<file path="config.mk">
export PLATFORM = sky130hd
export DESIGN_NAME = tt_sweep_ctrl_flat
export DESIGN_NICKNAME = d
export VERILOG_FILES = /design/src/rtl/tt_sweep_pkg.sv /design/src/rtl/tt_sweep_ctrl_if.sv /design/src/rtl/tt_settle_timer.sv /design/src/rtl/tt_sweep_ctrl.sv /design/src/flat_wrapper.sv
export SDC_FILE = /design/constraint.sdc
export NUM_CORES = 1
export LEC_CHECK = 0
export ABC_AREA = 1
export CAP_MARGIN = 20
export CORE_MARGIN = 2
export CORE_UTILIZATION = 40
export CTS_CLUSTER_DIAMETER = 40
export DETAILED_ROUTE_END_ITERATION = 12
export MAX_ROUTING_LAYER = met4
export PLACE_DENSITY = 0.75
export SLEW_MARGIN = 15
export SYNTH_ARGS = -nofsm -noshare
export SYNTH_HDL_FRONTEND = slang
export SYNTH_SLANG_ARGS = --single-unit
</file>
<file path="constraint.sdc">
create_clock -name clk -period 1.74 [get_ports clk]
set_input_delay 0.348 -clock clk [delete_from_list [all_inputs] [get_ports clk]]
set_output_delay 0.348 -clock clk [all_outputs]
set_load 0.005 [all_outputs]
</file>
<file path="src/rtl/tt_sweep_pkg.sv">
// Shared types and constants for the truth-table sweep controller.
// Optional macro TT_SWEEP_EARLY_ABORT_EN is consumed by the interface and top.
package tt_sweep_pkg;

  localparam int unsigned N_IN_DEF = 4;
  localparam int unsigned TT_W     = 1 << N_IN_DEF;
  localparam int unsigned CNT_W    = 4;

  typedef enum logic [1:0] {
    IDLE = 2'd0,
    RUN  = 2'd1,
    DONE = 2'd2
  } state_t;

  function automatic logic mismatch_bit(input logic f, input logic exp_bit);
    return f ^ exp_bit;
  endfunction

endpackage

</file>
<file path="src/rtl/tt_sweep_ctrl_if.sv">
// Request/result bundle between a sweep requester (master) and tt_sweep_ctrl (slave).
// fail_idx exists only when TT_SWEEP_EARLY_ABORT_EN is defined.
interface tt_sweep_ctrl_if
  import tt_sweep_pkg::*;
#(
  parameter int unsigned N_IN = N_IN_DEF
);
  logic                   start;
  logic [(1<<N_IN)-1:0]   expected;
  logic [N_IN-1:0]        vec;
  logic                   f_in;
  logic                   busy;
  logic                   done;
  logic [(1<<N_IN)-1:0]   tt;
  logic [N_IN:0]          mismatch_cnt;
  logic                   pass;
`ifdef TT_SWEEP_EARLY_ABORT_EN
  logic [N_IN-1:0]        fail_idx;
`endif

  modport master (
    output start, expected, f_in,
`ifdef TT_SWEEP_EARLY_ABORT_EN
    input  fail_idx,
`endif
    input  vec, busy, done, tt, mismatch_cnt, pass
  );

  modport slave (
    input  start, expected, f_in,
`ifdef TT_SWEEP_EARLY_ABORT_EN
    output fail_idx,
`endif
    output vec, busy, done, tt, mismatch_cnt, pass
  );

endinterface

</file>
<file path="src/rtl/tt_settle_timer.sv">
// Per-vector settle counter: strobes sample_now on the last cycle of each vector window.
module tt_settle_timer
  import tt_sweep_pkg::*;
#(
  parameter int unsigned SETTLE_CYCLES = 0
) (
  input  logic clk,
  input  logic rst,
  input  logic load,
  input  logic en,
  output logic sample_now
);

  logic [CNT_W-1:0] cnt;

  assign sample_now = en && (cnt == CNT_W'(SETTLE_CYCLES));

  always_ff @(posedge clk) begin
    if (rst || load) begin
      cnt <= '0;
    end else if (en) begin
      cnt <= sample_now ? '0 : cnt + CNT_W'(1);
    end
  end

endmodule

</file>
<file path="src/rtl/tt_sweep_ctrl.sv">
// Exhaustive truth-table sweep of an N_IN-input function with compare against a latched table.
// Define TT_SWEEP_EARLY_ABORT_EN to stop at the first mismatch and report fail_idx.
module tt_sweep_ctrl
  import tt_sweep_pkg::*;
#(
  parameter int unsigned N_IN          = N_IN_DEF,
  parameter int unsigned SETTLE_CYCLES = 0
) (
  input  logic            clk,
  input  logic            rst,
  tt_sweep_ctrl_if.slave  bus
);

  localparam int unsigned TW = 1 << N_IN;

  state_t          state_q, state_nx;
  logic [N_IN-1:0] vec_q, vec_nx;
  logic [TW-1:0]   tt_q, tt_nx;
  logic [TW-1:0]   exp_q, exp_nx;
  logic [N_IN:0]   mm_q, mm_nx;
  logic            busy_q, busy_nx;
  logic            done_q;
  logic            pass_q, pass_nx;
  logic            load;
  logic            sample_now;
  logic            miss;
  logic            stop;
`ifdef TT_SWEEP_EARLY_ABORT_EN
  logic [N_IN-1:0] fidx_q, fidx_nx;
`endif

  tt_settle_timer #(
    .SETTLE_CYCLES(SETTLE_CYCLES)
  ) u_timer (
    .clk        (clk),
    .rst        (rst),
    .load       (load),
    .en         (state_q == RUN),
    .sample_now (sample_now)
  );

  assign miss = mismatch_bit(bus.f_in, exp_q[vec_q]);
`ifdef TT_SWEEP_EARLY_ABORT_EN
  assign stop = (vec_q == '1) || miss;
`else
  assign stop = (vec_q == '1);
`endif

  always_comb begin
    state_nx = state_q;
    vec_nx   = vec_q;
    tt_nx    = tt_q;
    exp_nx   = exp_q;
    mm_nx    = mm_q;
    busy_nx  = busy_q;
    pass_nx  = pass_q;
    load     = 1'b0;
`ifdef TT_SWEEP_EARLY_ABORT_EN
    fidx_nx  = fidx_q;
`endif
    case (state_q)
      IDLE: begin
        if (bus.start) begin
          exp_nx   = bus.expected;
          tt_nx    = '0;
          mm_nx    = '0;
          pass_nx  = 1'b0;
          vec_nx   = '0;
          busy_nx  = 1'b1;
          load     = 1'b1;
          state_nx = RUN;
`ifdef TT_SWEEP_EARLY_ABORT_EN
          fidx_nx  = '0;
`endif
        end
      end
      RUN: begin
        if (sample_now) begin
          tt_nx[vec_q] = bus.f_in;
          if (miss) begin
            mm_nx = mm_q + (N_IN+1)'(1);
`ifdef TT_SWEEP_EARLY_ABORT_EN
            fidx_nx = vec_q;
`endif
          end
          // vec holds on the final sample so it never wraps back to 0
          if (stop) begin
            state_nx = DONE;
            pass_nx  = (mm_nx == '0);
          end else begin
            vec_nx = vec_q + N_IN'(1);
          end
        end
      end
      DONE: begin
        busy_nx  = 1'b0;
        state_nx = IDLE;
      end
      default: state_nx = IDLE;
    endcase
  end

  always_ff @(posedge clk) begin
    if (rst) begin
      state_q <= IDLE;
      vec_q   <= '0;
      tt_q    <= '0;
      exp_q   <= '0;
      mm_q    <= '0;
      busy_q  <= 1'b0;
      done_q  <= 1'b0;
      pass_q  <= 1'b0;
`ifdef TT_SWEEP_EARLY_ABORT_EN
      fidx_q  <= '0;
`endif
    end else begin
      state_q <= state_nx;
      vec_q   <= vec_nx;
      tt_q    <= tt_nx;
      exp_q   <= exp_nx;
      mm_q    <= mm_nx;
      busy_q  <= busy_nx;
      done_q  <= (state_nx == DONE);
      pass_q  <= pass_nx;
`ifdef TT_SWEEP_EARLY_ABORT_EN
      fidx_q  <= fidx_nx;
`endif
    end
  end

  assign bus.vec          = vec_q;
  assign bus.busy         = busy_q;
  assign bus.done         = done_q;
  assign bus.tt           = tt_q;
  assign bus.mismatch_cnt = mm_q;
  assign bus.pass         = pass_q;
`ifdef TT_SWEEP_EARLY_ABORT_EN
  assign bus.fail_idx     = fidx_q;
`endif

endmodule

</file>
<file path="src/flat_wrapper.sv">
// flat-port wrapper written by rule: the top's interface ports become plain ports
module tt_sweep_ctrl_flat import tt_sweep_pkg::*;
#(
  parameter int unsigned N_IN          = N_IN_DEF,
  parameter int unsigned SETTLE_CYCLES = 0
)
  (clk, rst, bus_start, bus_expected, bus_f_in, bus_vec, bus_busy, bus_done, bus_tt, bus_mismatch_cnt, bus_pass);
  tt_sweep_ctrl_if #(.N_IN(N_IN)) bus_i ();
  input  logic clk;
  input  logic rst;
  input wire logic [$bits(bus_i.start)-1:0] bus_start;
  input wire logic [$bits(bus_i.expected)-1:0] bus_expected;
  input wire logic [$bits(bus_i.f_in)-1:0] bus_f_in;
  output wire logic [$bits(bus_i.vec)-1:0] bus_vec;
  output wire logic [$bits(bus_i.busy)-1:0] bus_busy;
  output wire logic [$bits(bus_i.done)-1:0] bus_done;
  output wire logic [$bits(bus_i.tt)-1:0] bus_tt;
  output wire logic [$bits(bus_i.mismatch_cnt)-1:0] bus_mismatch_cnt;
  output wire logic [$bits(bus_i.pass)-1:0] bus_pass;
  assign bus_i.start = bus_start;
  assign bus_i.expected = bus_expected;
  assign bus_i.f_in = bus_f_in;
  assign bus_vec = bus_i.vec;
  assign bus_busy = bus_i.busy;
  assign bus_done = bus_i.done;
  assign bus_tt = bus_i.tt;
  assign bus_mismatch_cnt = bus_i.mismatch_cnt;
  assign bus_pass = bus_i.pass;
  tt_sweep_ctrl #(.N_IN(N_IN), .SETTLE_CYCLES(SETTLE_CYCLES)) u_core (.clk(clk), .rst(rst), .bus(bus_i));
endmodule
</file>
**Run 1: ports around the boundary**

Scale bar: 20 um. Pins as bars across the die edge, other pins in grey.
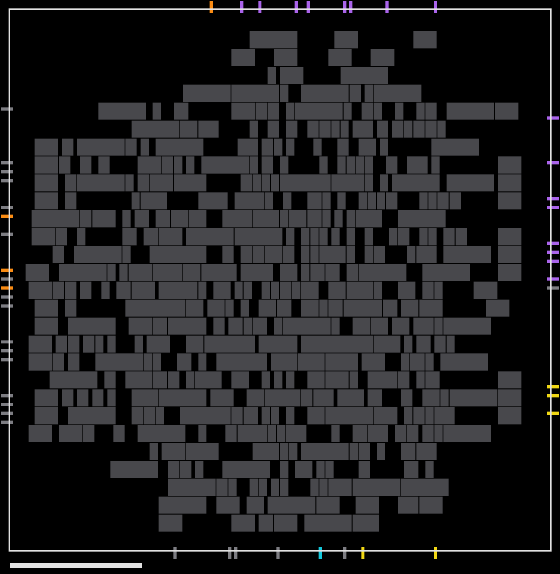
`bus_f_in`: marked cyan, pins 1, direction input, edge bottom. `bus_mismatch_cnt`: marked yellow, pins 5, direction output, edge 3 right, 2 bottom. `bus_vec`: marked orange, pins 4, direction output, edge 3 left, 1 top. `bus_tt`: marked purple, pins 16, direction output, edge 8 right, 8 top.

**Run 1: clock routing**

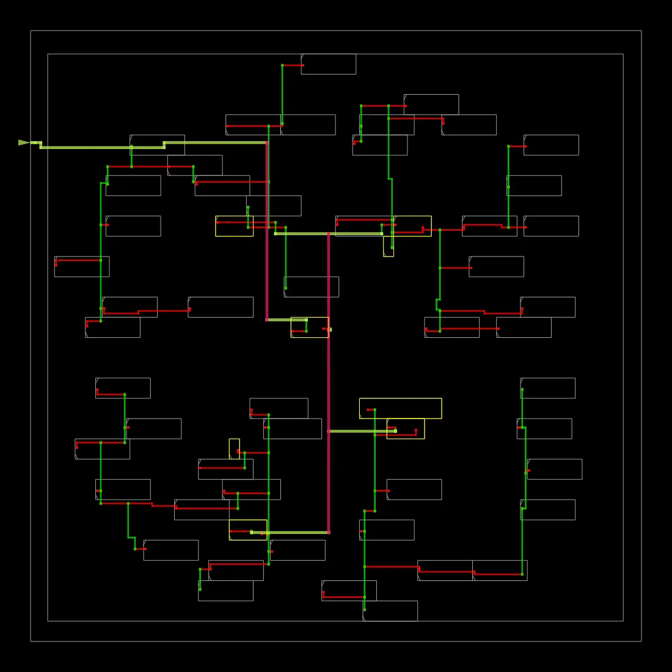
Num CTS Buffers: 5
clk latency late pin: 0.30 ns
Setup Skew: 0.006822 ns
clk sink count: 50

**Run 1: the metal 1 layer**

Scale bar: 20 um.
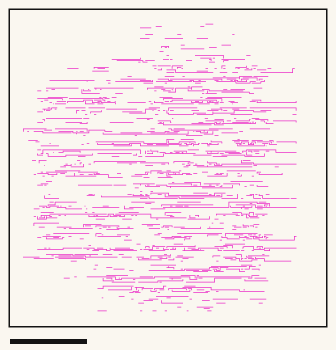
The wires run mostly horizontal. The layer carries 2,570 um of wire. The longest straight run is 25.3 um.

**Run 1: zoomed window**

Scale bar: 20 um. Region (16, 32) to (66, 82) um. Cells in grey, sequential cells in the stronger grey; small squares are vias.
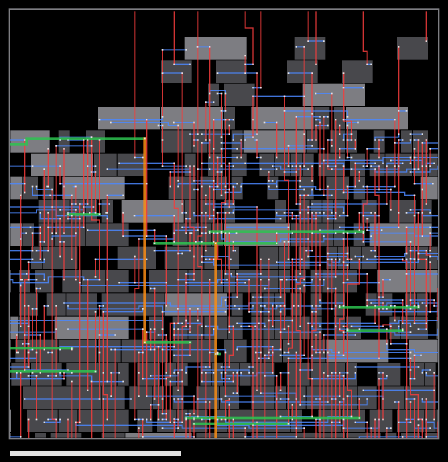
M1: marked blue. M4: marked orange. M2: marked red. M3: marked green.
Sequential cells in the window: 17. Most frequent: nand2_1 (39), nor2_1 (24), a21oi_1 (20). 209 logic cells have their middle in the window. Netlist names of flops here include `u_core.bus.tt` (11), `u_core.bus.vec` (3), `u_core.exp_q` (3).

==> flow_summary.toml, run 1 <==
# generated from flow reports
[outcome]
status = "finished with violations"
failed_checks = "setup timing"

[setup_path]
timing.rr.end = "u_core.bus.pass"
r2r_cells = 15
r2r_start = "u_core.bus.vec[0]"
cp.required_ns = 1.98
critPathLaunchType = "flip-flop"
crit_start = "u_core.bus.vec[0]"
cp-endpoint = "u_core.bus.pass"
path_class = "reg2reg"

[clock_network]
ctsRootBufferMaster = "clkbuf_8"
postCtsHoldBufs = 0
cts_setup_buffers = 2
htree_levels = 2

[layout]
final_util_pct = 60.08
synthToLayoutAreaGrowth_pct = 45.22
antenna_cells = 0

[route]
met1_length_mm = 2.568
routedWlPerCell_um = 12.34
first_iter_violations = 114
route.detailed.drc = 0
drt_first_pass_iters = 5

[timing]
worstMarginPinSlew_ns = 0.4832
fin_ws_ns = -0.01891
rsz0062_at_grt = "true"
finalSetupViolCount = 1
fin_crit_sh_pct = 101.1
slew_violations = 0

[yosys]
synth_cell_types = 31
most_common_cell = "nand2_1"
edf_count = 0
syn_nets = 375
top_cells_by_area = "dfxtp_1 41%, nand2_1 13%, a21oi_1 7.8%, o21ai_0 7.0%, nor2_1 6.0%"
ff_type = "dfxtp_1"
async_flop_share_pct = 0
yosysTopAreaCell = "dfxtp_1"
syn-mean-instance-area_um2 = 6.997
ys_chip_area_um2 = 2435

[floorplan]
core_util_floorplan_pct = 41.37

[grt]
grt_pass1_vias = 2076
grt_start_max_net_pins = 35
grt_use_total_pct = 17.86

[place]
pre_cts_slack_ns = -0.02861
portBuffers = 47
gp_congestion = 0.8696

[pwr]
ir_drop_v = 0.0003688
p_leak_nw = 1.371
## run 1: power breakdown
group          internal (mW)  switching, mW  total (mW)  leakage (nW)
logic                  0.226          0.305       0.532         0.909
clock network          0.431          0.381       0.812        0.0524
registers               1.19         0.0181        1.21         0.410
## run 1: worst min-delay path by stage
stage | start | endpoint | cells after the start
floorplan | rst | u_core.bus.tt[9] | 1
global placement | u_core.exp_q[3] | u_core.exp_q[3] | 2
detailed placement | u_core.exp_q[15] | u_core.exp_q[15] | 2
CTS | u_core.exp_q[3] | u_core.exp_q[3] | 2
global route | u_core.bus.busy | u_core.bus.busy | 2
finish | u_core.bus.busy | u_core.bus.busy | 2
## run 1: per-stage QoR
stage                     hold WS [ns]  TNS (ns)  std cells
after floorplan                 0.4171         0        348
after detailed placement        0.4487  -0.03730        475
after global placement          0.4406  -0.01268        475
after global routing            0.4876   -0.2230        494
after CTS                       0.4628         0        485
final                           0.4638  -0.01891        494
## run 1: logic make-up (layout without fill, tap and decap cells)
family / Yosys count / after routing / share of synthesized area, %
AOI/OAI and AO/OA: 80 / 80 / 17.37
DFF: 50 / 50 / 41.11
buffers and inverters: 53 / 124 / 9.044
adders and majority gates: 7 / 7 / 3.597
xor gates and xnor gates: 5 / 5 / 1.798
and+or+nand+nor: 153 / 153 / 27.08
## run 1: critical path: stages (launching register included)
cell and delay [ns]:
dfxtp_4 0.39, buf_12 0.14, clkinv_8 0.07, nand2_2 0.07, nand3_2 0.06, nand2_2 0.08
nand2_2 0.07, nand2_4 0.10, nor2_4 0.05, nand2_4 0.09, nand2_4 0.08, nand2_2 0.08
nand3_2 0.07, nor2_2 0.13, nand3_2 0.08, a21oi_2 0.13
## run 1: metal layers
| layer | vias to the layer above | GRT usage [%] |
|---|---|---|
| li1 | 1253 | - |
| met1 | 1123 | 21.67 |
| met2 | 56 | 29.35 |
| met3 | 6 | 4.615 |
| met4 | 0 | 5.000 |
| met5 | - | - |
## run 1: cell usage in the layout (no fill, tap or decap), types with 2 or more instances in the layout
cell             netlist  final
buf_4                  1     23
nand3_2                0     11
nand2_1               82     59
nand2_2                3     18
o21ai_2                0      4
dfxtp_1               50     45
o21ai_0               34     26
nor2_4                 3      5
nand3_1               19      8
nor2_2                 0      5
nand2_4                1      9
ha_1                   7      5
clkbuf_8               0      5
nor2_1                39     32
o21ai_1                2      6
buf_12                 0      2
a21oi_1               38     37
clkinvlp_4             0      2
ha_2                   0      2
inv_2                  3      5
xor2_1                 4      4
clkbuf_1               8      2
a21oi_2                1      2
clkdlybuf4s50_1        0     45
dfxtp_2                0      4
clkinv_8               0      2
inv_1                 37     34
## run 1: area by class of cell
class / instances / area share, %
Multi-Input combinational cell: 245 / 40.23
Sequential cell: 50 / 28.56
Timing Repair Buffer: 73 / 20.06
Inverter: 41 / 4.812
Tap cell: 75 / 2.654
Clock buffer: 7 / 2.159
Clock inverter: 1 / 0.8493
Timing Repair inverter: 2 / 0.6723
## run 1: state kept, by name, indices dropped and copies added, names as in the netlist, 2 cells and up
signal and cells:
u_core.bus.mismatch_cnt 5, u_core.u_timer.cnt 4, u_core.exp_q 16, u_core.bus.tt 16, u_core.state_q 2, u_core.bus.vec 4
--- run 2 (diff from run 1) ---
--- a/config.mk
+++ b/config.mk
@@ -6,12 +6,10 @@
 export NUM_CORES = 1
 export LEC_CHECK = 0
 export ABC_AREA = 1
-export CAP_MARGIN = 20
 export CORE_MARGIN = 2
 export CORE_UTILIZATION = 40
 export CTS_CLUSTER_DIAMETER = 40
 export DETAILED_ROUTE_END_ITERATION = 12
-export MAX_ROUTING_LAYER = met4
 export PLACE_DENSITY = 0.75
 export SLEW_MARGIN = 15
 export SYNTH_ARGS = -nofsm -noshare
**Run 2: register map, names as in the netlist**

Scale bar: 20 um. Other sequential cells in the stronger grey, the rest of the logic in the fainter grey.
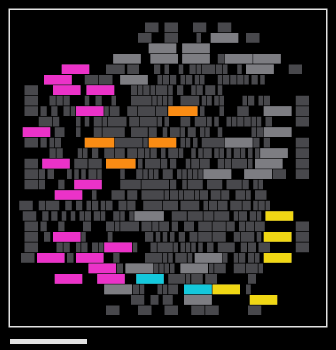
`u_core.bus.mismatch_cnt`: marked yellow, sequential cells 5, where bottom right. `u_core.state_q`: marked cyan, sequential cells 2. `u_core.exp_q`: marked magenta, sequential cells 16. `u_core.bus.vec`: marked orange, sequential cells 4, where middle.
Another 23 sequential cells are not coloured.

**Run 2: ports around the boundary**

Scale bar: 20 um. Pins as bars across the die edge, other pins in grey.
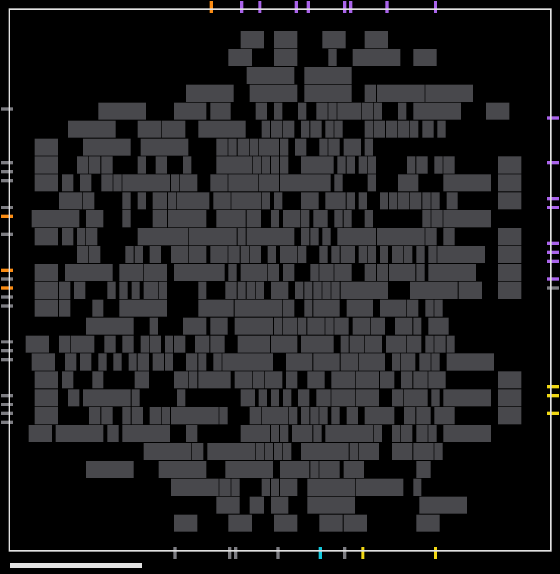
`bus_f_in`: marked cyan, pins 1, direction input, edge bottom. `bus_mismatch_cnt`: marked yellow, pins 5, direction output, edge 3 right, 2 bottom. `bus_vec`: marked orange, pins 4, direction output, edge 3 left, 1 top. `bus_tt`: marked purple, pins 16, direction output, edge 8 right, 8 top.

==> flow_summary.toml, run 2 <==
# generated from flow reports
[layout]
synthToLayoutAreaGrowth_pct = 39.93
stdcell_count = 491
layout_top_cell_excl_fill_tap = "nand2_1"
antenna_cells = 0

[place]
pre_cts_slack_ns = -0.05673
place_inst = 474
gp_congestion = 0.8644
portBuffers = 47

[setup_path]
path_class = "reg2reg"
path_cells = "buf_12, buf_8, nand2_2, nand3_2, nand2_2, nand2_2, nand2_4, o21ai_4, nand2_4, nand2_2, nand3_2, nor2_2, nand3_1, a21oi_2"
cp_common_cell = "nand2_2"
crit_buf_inv = 2
cp.required_ns = 1.98
worst_path_largest_cell_delay_ns = 0.35
crit_family = "simple AND/OR/NAND/NOR gates"
critPathLaunchType = "flip-flop"
crit_path_top_delay_cell = "dfxtp_2"

[yosys]
ff_type = "dfxtp_1"
yosysTopAreaCell = "dfxtp_1"
synth_cell_types = 31
ys_chip_area_um2 = 2435
top_cells_by_area = "dfxtp_1 41%, nand2_1 13%, a21oi_1 7.8%, o21ai_0 7.0%, nor2_1 6.0%"
async_flop_share_pct = 0
syn-mean-instance-area_um2 = 6.997
edf_count = 0
most_common_cell = "nand2_1"

[timing]
slew_violations = 0
clock_skew_ns = 0.007295
fin_crit_sh_pct = 102.2
hold_ws_ns = 0.4586
worstMarginPinSlew_ns = 0.4899
finalSetupViolCount = 1
fin_tns_setup_ns = -0.03848
fin_ws_ns = -0.03848
rsz0062_at_grt = "true"

[route]
route.detailed.drc = 0
met1_length_mm = 2.574
drt_first_pass_iters = 4
routedWlPerCell_um = 12.16
first_iter_violations = 131

[pwr]
p_leak_nw = 1.327

[grt]
grt_pass1_vias = 2204
grt_start_max_net_pins = 35

[clock_network]
cts.sinks = 50
htree_levels = 2
ctsRootBufferMaster = "clkbuf_8"
worstSkewPairLatency_ns = 0.30

[outcome]
failed_checks = "setup timing"
status = "finished with violations"

[floorplan]
core_util_floorplan_pct = 41.37
==> run 2: timing repair <==
action | 4_1_cts | 5_1_grt
pin swaps | 2 | 22
endpoints found under the setup margin | 3 | 21
gates cloned | 0 | 1
hold buffers | 0 | 0
gates resized | 7 | 60
buffers inserted | 1 | 7
==> run 2: area by class of cell <==
class                           instances  area [um^2]
Timing Repair Buffer                   71        686.9
Clock buffer                            7        86.33
Inverter                               41        170.2
Tap cell                               75        93.84
Sequential cell                        50         1006
Fill cell                             549         2479
Timing Repair inverter                  1        7.507
Clock inverter                          1        5.005
Multi-Input combinational cell        245         1351
==> run 2: cells by family after synthesis <==
kind of cell             after synthesis  share of synthesized area, %
AND/OR/NAND/NOR                      153                         27.08
AND-OR/OR-AND                         80                         17.37
buffers and inverters                 53                         9.044
flip-flops                            50                         41.11
adder cells (fa/ha/maj)                7                         3.597
XOR/XNOR                               5                         1.798
==> run 2: path summary, 6_finish.rpt <==
kind | from | endpoint | slack [ns] | depth (start not counted)
hold reg to reg | u_core.exp_q[15] | u_core.exp_q[15] | 0.46 | 2
setup / recovery | u_core.bus.vec[0] | u_core.bus.pass | -0.04 | 14
hold / removal | u_core.exp_q[15] | u_core.exp_q[15] | 0.46 | 2
setup reg to reg | u_core.bus.vec[0] | u_core.bus.pass | -0.04 | 14
==> run 2: stage by stage <==
step,utilization (%),power (mW),area [um^2]
after floorplan,-,1.484,2435
after global placement,52.42,1.623,3085
after detailed placement,52.42,1.635,3085
after CTS,54.36,2.334,3199
after global routing,57.89,2.505,3407
final,57.89,2.395,3407
==> run 2: routing by layer <==
metal | vias up | track usage (%)
li1 | 1255 | -
met1 | 1104 | 21.44
met2 | 59 | 31.63
met3 | 5 | 4.176
met4 | 0 | 5.667
met5 | - | 0
==> run 2: tightest hold or removal path: cells and delay by family (launching register included) <==
family | cells | cell delay [ns]
flip-flops | 1 | 0.31
buffers and inverters | 1 | 0.06
AND-OR/OR-AND | 1 | 0.05
==> run 2: report_power, final <==
part	total [mW]	switching (mW)	internal, mW
registers	1.20	0.0172	1.19
clock network	0.694	0.372	0.321
logic	0.497	0.287	0.210
total	2.40	0.676	1.72
--- run 3 (diff from run 2) ---
--- a/config.mk
+++ b/config.mk
@@ -7,10 +7,10 @@
 export LEC_CHECK = 0
 export ABC_AREA = 1
 export CORE_MARGIN = 2
-export CORE_UTILIZATION = 40
+export CORE_UTILIZATION = 51
 export CTS_CLUSTER_DIAMETER = 40
 export DETAILED_ROUTE_END_ITERATION = 12
-export PLACE_DENSITY = 0.75
+export PLACE_DENSITY = 0.9
 export SLEW_MARGIN = 15
 export SYNTH_ARGS = -nofsm -noshare
 export SYNTH_HDL_FRONTEND = slang
**Run 3: the metal 1 layer**

Scale bar: 20 um.
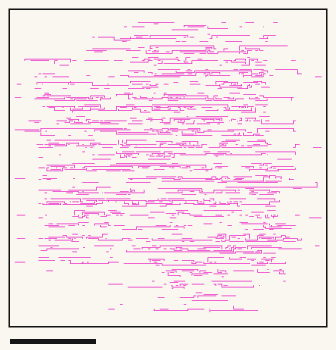
The layer holds 43% of the routed length. 410 nets have wire on it. The longest straight run is 24.8 um. The layer carries 2,490 um of wire. The wires run mostly horizontal.

**Run 3: register map, names as in the netlist**

Scale bar: 20 um. Other sequential cells in the stronger grey, the rest of the logic in the fainter grey.
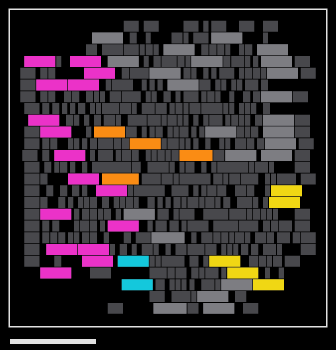
`u_core.bus.vec`: marked orange, sequential cells 4, where middle. `u_core.state_q`: marked cyan, sequential cells 2. `u_core.bus.mismatch_cnt`: marked yellow, sequential cells 5, where bottom right. `u_core.exp_q`: marked magenta, sequential cells 16.

==> flow_summary.toml, run 3 <==
# generated from flow reports
[pwr]
internal_power_mw = 1.722
seq_power_share_pct = 50.3
ir_drop_v = 0.0004514
switchingPower_uw = 672.1
pwr-share-clk_pct = 29.5
total_power_mw = 2.394

[timing]
rsz0062_at_grt = "true"
fin_ws_ns = -0.05446
worstMarginPinSlew_ns = 0.4770
finalSetupViolCount = 1
hold_ws_ns = 0.4588
fin_tns_setup_ns = -0.05446

[yosys]
yosysTopAreaCell = "dfxtp_1"
most_common_cell = "nand2_1"
synth_cell_types = 31
ff_type = "dfxtp_1"

[setup_path]
r2r_start = "u_core.bus.vec[0]"
cp.required_ns = 1.99
r2r_cells = 14
crit_start = "u_core.bus.vec[0]"
reg2reg_slack_ns = -0.05

[clock_network]
ctsRootBufferMaster = "clkbuf_8"
cts.sinks = 50
worstSkewPairLatency_ns = 0.31

[place]
portBuffers = 47
gp_congestion = 0.9026

[grt]
busiest_layer = "met2"
grt_pass1_vias = 2110
grt_start_max_net_pins = 35

[layout]
synthToLayoutAreaGrowth_pct = 37.20
antenna_cells = 0

[worst_hold_path]
holdPathEnd = "u_core.exp_q[13]"
min_from = "u_core.exp_q[13]"

[outcome]
status = "finished with violations"
failed_checks = "setup timing"

[route]
routedWlPerCell_um = 12.37
drt_first_pass_iters = 5
## run 3: cell counts after synthesis
Identical to the previous run, type by type.
## run 3: cells by family (layout without fill, tap and decap cells)
family | Yosys count | in the layout | synth area share [%]
simple gates | 153 | 153 | 27.08
compound gates | 80 | 80 | 17.37
buf+inv | 53 | 123 | 9.044
flops | 50 | 50 | 41.11
fa+ha+maj | 7 | 7 | 3.597
xor+xnor | 5 | 5 | 1.798
## run 3: timing repair
action                     in CTS  in global routing
hold buffers                    0                  0
cloned                          0                  2
pin swaps                       1                 12
resized                         4                 30
buffers inserted                1                  7
setup endpoints to repair       2                 25
## run 3: per-layer routing
metal | wire length, um | share of wire (%)
met5 | 0 | 0
met4 | 90 | 1.5
met3 | 339 | 5.8
met2 | 2916 | 50
met1 | 2491 | 43
## run 3: worst max-delay path by stage
| stage | to | slack [ns] | cells past startpoint |
|---|---|---|---|
| finish | u_core.bus.pass | -0.05 | 14 |
| detailed placement | u_core.bus.tt[5] | -0.02 | 8 |
| CTS | u_core.bus.pass | 0.02 | 15 |
| floorplan | u_core.bus.pass | 0.14 | 15 |
| global placement | u_core.bus.vec[3] | 0.002 | 10 |
| global route | u_core.bus.pass | -0.15 | 14 |
## run 3: critical path: stages, from the launching register on
cell	delay, ns
dfxtp_4	0.37
buf_12	0.14
inv_8	0.08
nand2_1	0.06
nand3_1	0.07
nand2_1	0.08
nand2_1	0.08
nand2_2	0.08
o21ai_4	0.19
nand2_4	0.09
nand2_1	0.06
nand2_1	0.07
nor2_1	0.13
nand3_1	0.10
a21oi_2	0.12
## run 3: cell type report
| class | instances | area share (%) |
|---|---|---|
| Clock buffer | 6 | 2.472 |
| Clock inverter | 2 | 0.3745 |
| Inverter | 41 | 4.944 |
| Multi-Input combinational cell | 245 | 38.09 |
| Sequential cell | 50 | 30.19 |
| Tap cell | 54 | 2.022 |
| Timing Repair Buffer | 73 | 21.69 |
| Timing Repair inverter | 1 | 0.2247 |
## run 3: per-stage QoR
stage / util (%) / area (um^2) / std cells
6_report: 71.68 / 3341 / 472
3_3_place_gp: 66.07 / 3079 / 454
2_1_floorplan: - / 2435 / 348
3_5_place_dp: 66.07 / 3079 / 454
5_1_grt: 71.68 / 3341 / 472
4_1_cts: 68.46 / 3191 / 463
## run 3: power groups by stage
stage / logic [mW] / clock network (mW) / registers (mW)
final: 0.482 / 0.707 / 1.20
after global placement: 0.401 / 0 / 1.23
after CTS: 0.420 / 0.716 / 1.20
after global routing: 0.534 / 0.755 / 1.21
after detailed placement: 0.410 / 0 / 1.23
after floorplan: 0.255 / 0 / 1.23
No activity file was given, so power comes from the tool's default toggle rates.
